Figure 1. Wiring by layer.
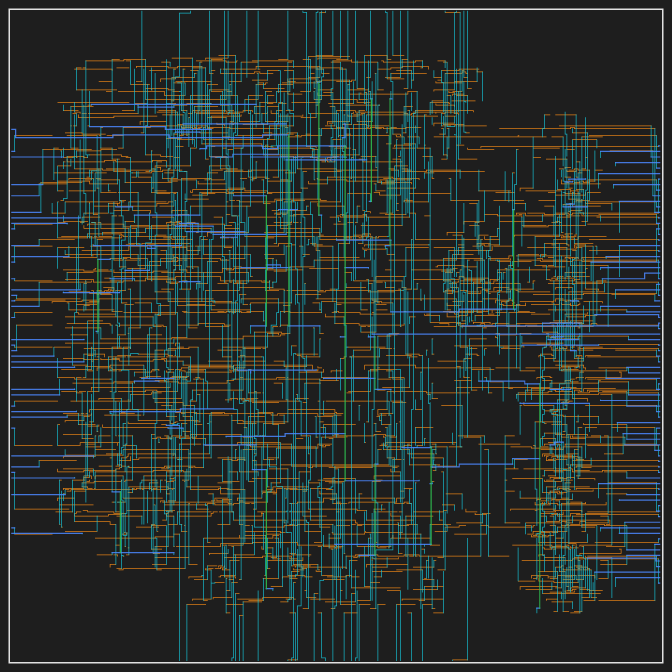
Figure 2. Placement view.
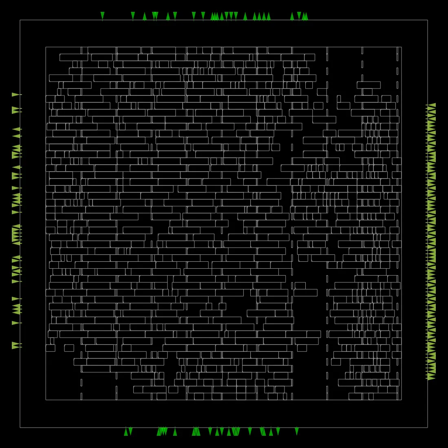
Design apb_master_bridge_flat, sky130hd; sources not shown.
==> results.cfg <==
; synthesis and place-and-route metrics
[final_layout]
layoutNonFillerInstCount = 1095
drive_above_1_share_pct = 15.80
largest_register_ff_count = 172
layout-area-overhead-vs-synth_pct = 27.04
mi_logic_area_um2 = 2371
final_area_um2 = 12990

[detailed_routing]
met3_length_mm = 1.709
dr.first_iter.drc_count = 392
final_antenna_net_count = 0
dr.pass1.iters = 4
finalWirelength_mm = 22.81
drt_drc_violations_left = 0
top_layer_in_use = met4

[placed_design]
placedInstanceArea_um2 = 12100
dp_slack_ns = 2.960
place_congestion = 0.8067
io_buf_count = 164

[power]
cellPowerDensity_nw_per_um2 = 465.0
static-leakage-power_nw = 4.773
ir_worst_vdd_mv = 0.2283
total_switching_power_w = 0.001900
clock_power_share_pct = 24.4
power.internal_w = 0.004140
sw_share_pct = 31.45
power.share.sequential_pct = 43.5

[global_route]
grt_start_max_net_pins = 66
globalRouteOverflowTotal = 0
antenna_found_initial = 1

[setup_path]
setup.worst_path.start_class = flip-flop
worst_path_required_ns = 4.96
worst-path-max-fanout = 35
worstSetupPathType = reg -> out
worst_r2r_path_depth = 8
worst_ep_arrival_time_ns = 2.55
critPathCaptureType = output port

[floorplanning]
fp.dieArea_um2 = 25670
io_pins = 165

[clock_tree]
post_cts_resize_count = 0
ctsLongestPathBuffers = 3
clock.latency.late_pin_ns = 0.56
tritoncts = done
clk_transition_reported_paths_ns = 0.06

[synth]
async_reset_ff_share_pct = 35.58
postSynthAreaPerCell_um2 = 16.52
parity_gate_share_of_the_synthesized_area_counting_xor_and_xnor_cells_pct = 0.5140
synth_cell_types = 39
gate_count_post_synth = 619
top_logic_kind = multiplexers
mappedNetlistArea_um2 = 10220
yosys.area_share.aoi_pct = 5.751
ys_chip_area_um2 = 10220
yosys.area.top_type_share_pct = 50.51
post_synth_most_frequent_cells = 172 x sky130_fd_sc_hd__edfxtp_1, 98 x sky130_fd_sc_hd__o21ai_0, 95 x sky130_fd_sc_hd__dfrtp_1

[timing]
setup_ws_ns = 2.407
timing_worst_slew_pin_value_ns = 0.8785
finalHoldViolations = 0
finalSetupTns_ns = 0
fmax_mhz = 263.7
grt_setup_unrepaired = false
setup_viol_count_final = 0
timing.max_slew.rel_slack_pct = 40.61

[worst_hold_path]
holdPathStages = 1

[outcome]
status = completed
Notes on Figure 1 above:
[M2] cyan | wire length: 11000 µm
[M3] blue | wire length: 1710 µm
[M1] orange | wire length: 9650 µm
[M4] green | wire length: 456 µm
via count: 6051
Total GRT Usage: 17.69%
post-detailed-route wirelength per cell: 20.83 µm

Notes on Figure 2 above:
fill cell instance count of the final layout: 1336
area of the placeable core: 19400 µm²
inserted tap cell count: 265

[worst max-delay path, cell delays in order (launching register included)]
cell and delay [ns]:
sky130_fd_sc_hd__dfrtp_1 0.45, sky130_fd_sc_hd__or3_1 0.40, sky130_fd_sc_hd__buf_4 0.28, sky130_fd_sc_hd__or3_1 0.36, sky130_fd_sc_hd__clkdlybuf4s50_1 0.51
[kinds of logic after synthesis]
logic type | count (synthesis)
AND-OR/OR-AND | 112
flip-flops | 267
XOR/XNOR | 6
AND/OR/NAND/NOR | 85
other | 1
multiplexers | 58
buffers and inverters | 82
adder cells (fa/ha/maj) | 8
[layout make-up]
class	count	area share (%)
diodes	1	0.01926
clock buffers	49	5.192
clock inverters	29	1.435
inverters	42	1.233
multi-input cells	270	18.25
flip-flops and latches	267	58.12
well taps	265	2.552
repair buffers	172	13.20
No activity file was given, so power comes from the tool's default toggle rates.
